==> config.mk <==
export PLATFORM = sky130hd
export DESIGN_NAME = filling_sequencer_flat
export DESIGN_NICKNAME = d
export VERILOG_FILES = /design/src/rtl/filling_sequencer_if.sv /design/src/rtl/filling_sequencer.sv /design/src/flat_wrapper.sv
export SDC_FILE = /design/constraint.sdc
export NUM_CORES = 1
export LEC_CHECK = 0
export CORE_MARGIN = 2
export CORE_UTILIZATION = 52
export DETAILED_ROUTE_END_ITERATION = 7
export PLACE_DENSITY = 0.82
export SETUP_SLACK_MARGIN = 0.02
export SKIP_LAST_GASP = 1
export SLEW_MARGIN = 40
export SYNTH_ARGS = -nofsm -noshare
export SYNTH_HDL_FRONTEND = slang
export SYNTH_SLANG_ARGS = --single-unit
export TNS_END_PERCENT = 5
==> constraint.sdc <==
create_clock -name CLK -period 2.6 [get_ports CLK]
set_input_delay 0.52 -clock CLK [delete_from_list [all_inputs] [get_ports CLK]]
set_output_delay 0.52 -clock CLK [all_outputs]
set_load 0.03 [all_outputs]
==> src/rtl/filling_sequencer_if.sv <==
// Bottle-filling line bus: run request and sensor inputs from the line,
// actuator, alarm and count outputs back to the drivers.
interface filling_sequencer_if #(
  parameter int COUNT_W = 8
);
  logic               Start;
  logic               SensorG;
  logic               NivelCheio;
  logic               Esteira;
  logic               Valvula;
  logic               Vedacao;
  logic               Alarme;
  logic               Lote;
  logic [COUNT_W-1:0] Contagem;

  // Line side: drives the run request and sensors, observes the actuators
  modport master (
    output Start, SensorG, NivelCheio,
    input  Esteira, Valvula, Vedacao, Alarme, Lote, Contagem
  );

  // Sequencer side
  modport slave (
    input  Start, SensorG, NivelCheio,
    output Esteira, Valvula, Vedacao, Alarme, Lote, Contagem
  );
endinterface

==> src/rtl/filling_sequencer.sv <==
// Per-bottle sequencer: move to fill position, fill to level, seal, release.
// Moore machine; every output decodes registered state, so no input reaches
// an output combinationally. Counts completed bottles and flags stuck stages.
module filling_sequencer #(
  parameter int MOVE_TIMEOUT = 100,
  parameter int FILL_TIMEOUT = 50,
  parameter int SEAL_CYCLES  = 4,
  parameter int COUNT_W      = 8
) (
  input logic                CLK,
  input logic                reset,
  filling_sequencer_if.slave bus
);

  localparam int TMAX_MF = (MOVE_TIMEOUT > FILL_TIMEOUT) ? MOVE_TIMEOUT : FILL_TIMEOUT;
  localparam int TMAX    = (TMAX_MF > SEAL_CYCLES) ? TMAX_MF : SEAL_CYCLES;
  localparam int TW      = $clog2(TMAX + 1);

  localparam logic [TW-1:0] MOVE_LAST = TW'(MOVE_TIMEOUT - 1);
  localparam logic [TW-1:0] FILL_LAST = TW'(FILL_TIMEOUT - 1);
  localparam logic [TW-1:0] SEAL_LAST = TW'(SEAL_CYCLES - 1);

  localparam logic [2:0] IDLE    = 3'd0;
  localparam logic [2:0] MOVE    = 3'd1;
  localparam logic [2:0] FILL    = 3'd2;
  localparam logic [2:0] SEAL    = 3'd3;
  localparam logic [2:0] RELEASE = 3'd4;
  localparam logic [2:0] FAULT   = 3'd5;

  logic [2:0]         state, state_nxt;
  logic [TW-1:0]      timer;
  logic [COUNT_W-1:0] cnt;
  logic               lote;
  logic               seal_done;

  // Next-state selection; branch order encodes the priority between
  // simultaneous conditions (stop beats bottle arrival, full beats fault)
  always_comb begin
    state_nxt = state;
    seal_done = 1'b0;
    case (state)
      IDLE:    if (bus.Start) state_nxt = MOVE;
      MOVE: begin
        if (!bus.Start)              state_nxt = IDLE;
        else if (bus.SensorG)        state_nxt = FILL;
        else if (timer == MOVE_LAST) state_nxt = FAULT;
      end
      // Start is deliberately ignored here: a partial fill is never abandoned
      FILL: begin
        if (bus.NivelCheio)          state_nxt = SEAL;
        else if (!bus.SensorG)       state_nxt = FAULT;
        else if (timer == FILL_LAST) state_nxt = FAULT;
      end
      SEAL: begin
        if (timer == SEAL_LAST) begin
          state_nxt = RELEASE;
          seal_done = 1'b1;
        end
      end
      RELEASE: begin
        if (!bus.SensorG)            state_nxt = bus.Start ? MOVE : IDLE;
        else if (timer == MOVE_LAST) state_nxt = FAULT;
      end
      FAULT:   if (!bus.Start) state_nxt = IDLE;
      default: state_nxt = IDLE;
    endcase
  end

  // State register and per-state timer; timer restarts on every transition
  // and saturates in the open-ended states (IDLE, FAULT)
  always_ff @(posedge CLK or negedge reset) begin
    if (!reset) begin
      state <= IDLE;
      timer <= '0;
    end else begin
      state <= state_nxt;
      if (state_nxt != state) timer <= '0;
      else if (timer != '1)   timer <= timer + 1'b1;
    end
  end

  // Bottle counter and batch pulse; the pulse is high only for the cycle
  // after the counter wraps. Only reset clears the count.
  always_ff @(posedge CLK or negedge reset) begin
    if (!reset) begin
      cnt  <= '0;
      lote <= 1'b0;
    end else begin
      lote <= seal_done && (cnt == '1);
      if (seal_done) cnt <= cnt + 1'b1;
    end
  end

  assign bus.Esteira  = (state == MOVE) || (state == RELEASE);
  assign bus.Valvula  = (state == FILL);
  assign bus.Vedacao  = (state == SEAL);
  assign bus.Alarme   = (state == FAULT);
  assign bus.Lote     = lote;
  assign bus.Contagem = cnt;

endmodule

==> src/flat_wrapper.sv <==
// flat-port wrapper written by rule: the top's interface ports become plain ports
module filling_sequencer_flat 
#(
  parameter int MOVE_TIMEOUT = 100,
  parameter int FILL_TIMEOUT = 50,
  parameter int SEAL_CYCLES  = 4,
  parameter int COUNT_W      = 8
)
  (CLK, reset, bus_Start, bus_SensorG, bus_NivelCheio, bus_Esteira, bus_Valvula, bus_Vedacao, bus_Alarme, bus_Lote, bus_Contagem);
  filling_sequencer_if #(.COUNT_W(COUNT_W)) bus_i ();
  input logic CLK;
  input logic reset;
  input wire logic [$bits(bus_i.Start)-1:0] bus_Start;
  input wire logic [$bits(bus_i.SensorG)-1:0] bus_SensorG;
  input wire logic [$bits(bus_i.NivelCheio)-1:0] bus_NivelCheio;
  output wire logic [$bits(bus_i.Esteira)-1:0] bus_Esteira;
  output wire logic [$bits(bus_i.Valvula)-1:0] bus_Valvula;
  output wire logic [$bits(bus_i.Vedacao)-1:0] bus_Vedacao;
  output wire logic [$bits(bus_i.Alarme)-1:0] bus_Alarme;
  output wire logic [$bits(bus_i.Lote)-1:0] bus_Lote;
  output wire logic [$bits(bus_i.Contagem)-1:0] bus_Contagem;
  assign bus_i.Start = bus_Start;
  assign bus_i.SensorG = bus_SensorG;
  assign bus_i.NivelCheio = bus_NivelCheio;
  assign bus_Esteira = bus_i.Esteira;
  assign bus_Valvula = bus_i.Valvula;
  assign bus_Vedacao = bus_i.Vedacao;
  assign bus_Alarme = bus_i.Alarme;
  assign bus_Lote = bus_i.Lote;
  assign bus_Contagem = bus_i.Contagem;
  filling_sequencer #(.MOVE_TIMEOUT(MOVE_TIMEOUT), .FILL_TIMEOUT(FILL_TIMEOUT), .SEAL_CYCLES(SEAL_CYCLES), .COUNT_W(COUNT_W)) u_core (.CLK(CLK), .reset(reset), .bus(bus_i));
endmodule
==> flow_summary.toml <==
# generated from flow reports
[run_status]
status = "finished clean"

[die]
die_h_um = 50.4
pin_count = 18
die_width_um = 50.4

[power]
share_comb_of_total_power_pct = 45.8
seqPwrFrac_pct = 40.6
internal-power_mw = 0.633
powerDensity_nw_per_um2 = 848
switchingPower_mw = 0.497
p_leak_nw = 0.544
swShare_pct = 44.0

[cts]
root_buffer = "clkbuf_4"
clk_pin_slew_ns = 0.11
clock_sinks = 19
clock_path_buffers = 2
h-tree-depth = 1
ctsHoldBuffers = 0
clk_latency_ns = 0.30
tritoncts = "built"

[drt]
drt_first_pass_iters = 4
num_vias = 954
wl_per_cell_um = 14.9
drc = 0
drtIter0Drc = 47
drt_wl_total_um = 2380

[layout]
lay_top_count = "dfrtp_1"
nets = 141
antennaDiodeCount = 0
drive_above_1_share_pct = 11.4
final_cell_mix = "18 x dfrtp_1, 17 x clkdlybuf4s50_1, 10 x nor2_1"
final_area_um2 = 1330

[final_timing]
finClkSkew_ns = 0.00326
setup_slack_ns = 0.148
holdWs_ns = 0.509
finalSetupViolations = 0
final_hold_viol_count = 0
rsz0062_at_grt = "no"

[critical_path]
worstSetupPathType = "reg2out"
path_cells = "nor3b_1 -> clkdlybuf4s50_1"
crit_required_ns = 2.08
ff2ff_path_depth = 6
path_buffers = 1
worst_r2r_endpoint = "u_core.timer[1]$_DFFE_PN0P_"
end_kind = "primary output"

[synth]
synth_cell_types = 41
synth_flops = 19
synth_area_um2 = 1120
yosysWarningCount = 0
synthCells = 115
syn-num-nets = 123

[global_route]
grt_pass1_wl_um = 4110
grt_max_degree = 20
gr-total-overflow = 0

[place]
detailedPlace.worstSlack_ns = 0.192
gp_congestion = 0.970
place_area_um2 = 1300

[flow_run]
maxCapViolCount = 0
openroad.warnings = 27

[min_path]
hp-class = "reg2reg"
-- registers in the layout, summed over array words and instances (netlist names) --
signal / flops
u_core.timer: 7
u_core.bus.Lote: 1
u_core.state: 3
u_core.bus.Contagem: 8
-- stage by stage --
stage | total power [mW] | utilization, %
final | 1.13 | 66.6
after global routing | 1.22 | 66.6
after CTS | 1.13 | 66.5
after detailed placement | 0.971 | 65.1
after global placement | 0.951 | 65.1
after floorplan | 0.800 | -
-- worst min path at each step --
| stage | start | endpoint | cells after the start |
|---|---|---|---|
| after detailed placement | u_core.bus.Contagem[7]$_DFFE_PN0P_ | u_core.bus.Contagem[7]$_DFFE_PN0P_ | 1 |
| after global placement | u_core.bus.Contagem[4]$_DFFE_PN0P_ | u_core.bus.Contagem[4]$_DFFE_PN0P_ | 1 |
| after floorplan | reset | u_core.bus.Contagem[0]$_DFFE_PN0P_ | 0 |
| final | u_core.bus.Contagem[7]$_DFFE_PN0P_ | u_core.bus.Contagem[7]$_DFFE_PN0P_ | 1 |
| after CTS | u_core.bus.Contagem[7]$_DFFE_PN0P_ | u_core.bus.Contagem[7]$_DFFE_PN0P_ | 1 |
| after global routing | reset | u_core.bus.Contagem[5]$_DFFE_PN0P_ | 2 |
-- synthesized netlist by cell type, types with 2 or more instances --
master	number	share of area, %
nor2_1	10	3.4
dfrtp_1	19	42
nand3_2	2	1.8
nand2_1	6	2.0
a21oi_1	3	1.3
clkbuf_1	4	1.3
nor3b_1	2	1.3
inv_1	3	1.0
buf_6	2	2.0
ha_1	3	3.4
xnor2_1	8	6.3
nand4_1	6	3.4
xor2_1	2	1.6
nand2b_1	2	1.1
nor2b_1	3	1.7
nand3_1	5	2.2
and3_1	3	1.7
o21ai_0	8	3.6
nor3_1	2	0.89
-- layer usage --
layer	part of all wire [%]	global-route usage (%)
met5	0	0
met4	2.7	9.46
met3	7.1	3.57
met2	48	34.2
met1	42	28.2
-- power groups by stage --
| stage | clock network [mW] | registers, mW | logic [mW] |
|---|---|---|---|
| floorplan | 0 | 0.442 | 0.358 |
| global placement | 0 | 0.455 | 0.496 |
| detailed placement | 0 | 0.459 | 0.511 |
| CTS | 0.159 | 0.453 | 0.513 |
| global route | 0.170 | 0.473 | 0.572 |
| finish | 0.154 | 0.459 | 0.517 |
-- kinds of logic (layout without fill, tap and decap cells) --
logic type | after synthesis | in the layout | share of synthesized area [%]
buf+inv | 10 | 27 | 4.80
mux | 2 | 2 | 1.90
simple gates | 49 | 49 | 27.2
flops | 19 | 19 | 42.5
xor+xnor | 10 | 10 | 7.82
fa+ha+maj | 3 | 3 | 3.35
compound gates | 22 | 22 | 12.5
-- repair_timing --
item,4_1_cts,5_1_grt
resized,0,1
endpoints found under the setup margin,0,1
buffers inserted,0,0
-- cell type report --
type	instances	area [um2]
fillers	159	669
multi-input cells	86	591
inverters	3	11.3
flip-flops and latches	19	477
clock buffers	3	22.5
repair buffers	20	193
clock inverters	1	5.00
well taps	27	33.8
**PDN straps and rails**

Scale bar: 20 um. Pins as bars on the die edge.
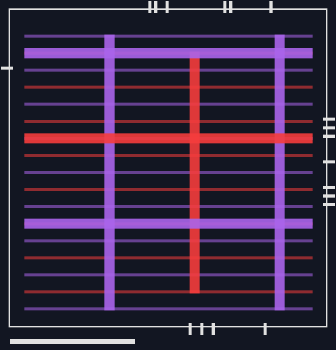
legend:
  red:
    net: VDD
  purple:
    net: VSS
met1 rails: 17
signal pins: 18
rows: 16

**Placement by cell class**

Fill, decap, tap and diode cells in gray.
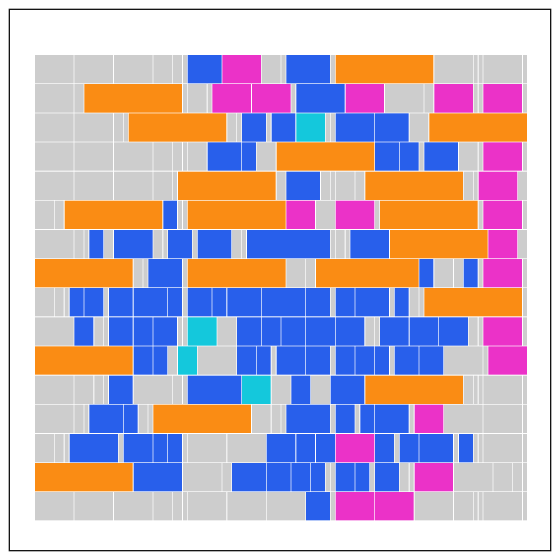
legend:
  blue:
    class: all other logic
    cells: 89
  orange:
    class: flip-flops
    cells: 19
  magenta:
    class: other buffers and delay cells
    cells: 20
  cyan:
    class: clock drivers and dummy loads
    cells: 4

Power and IR drop assume default switching activity.
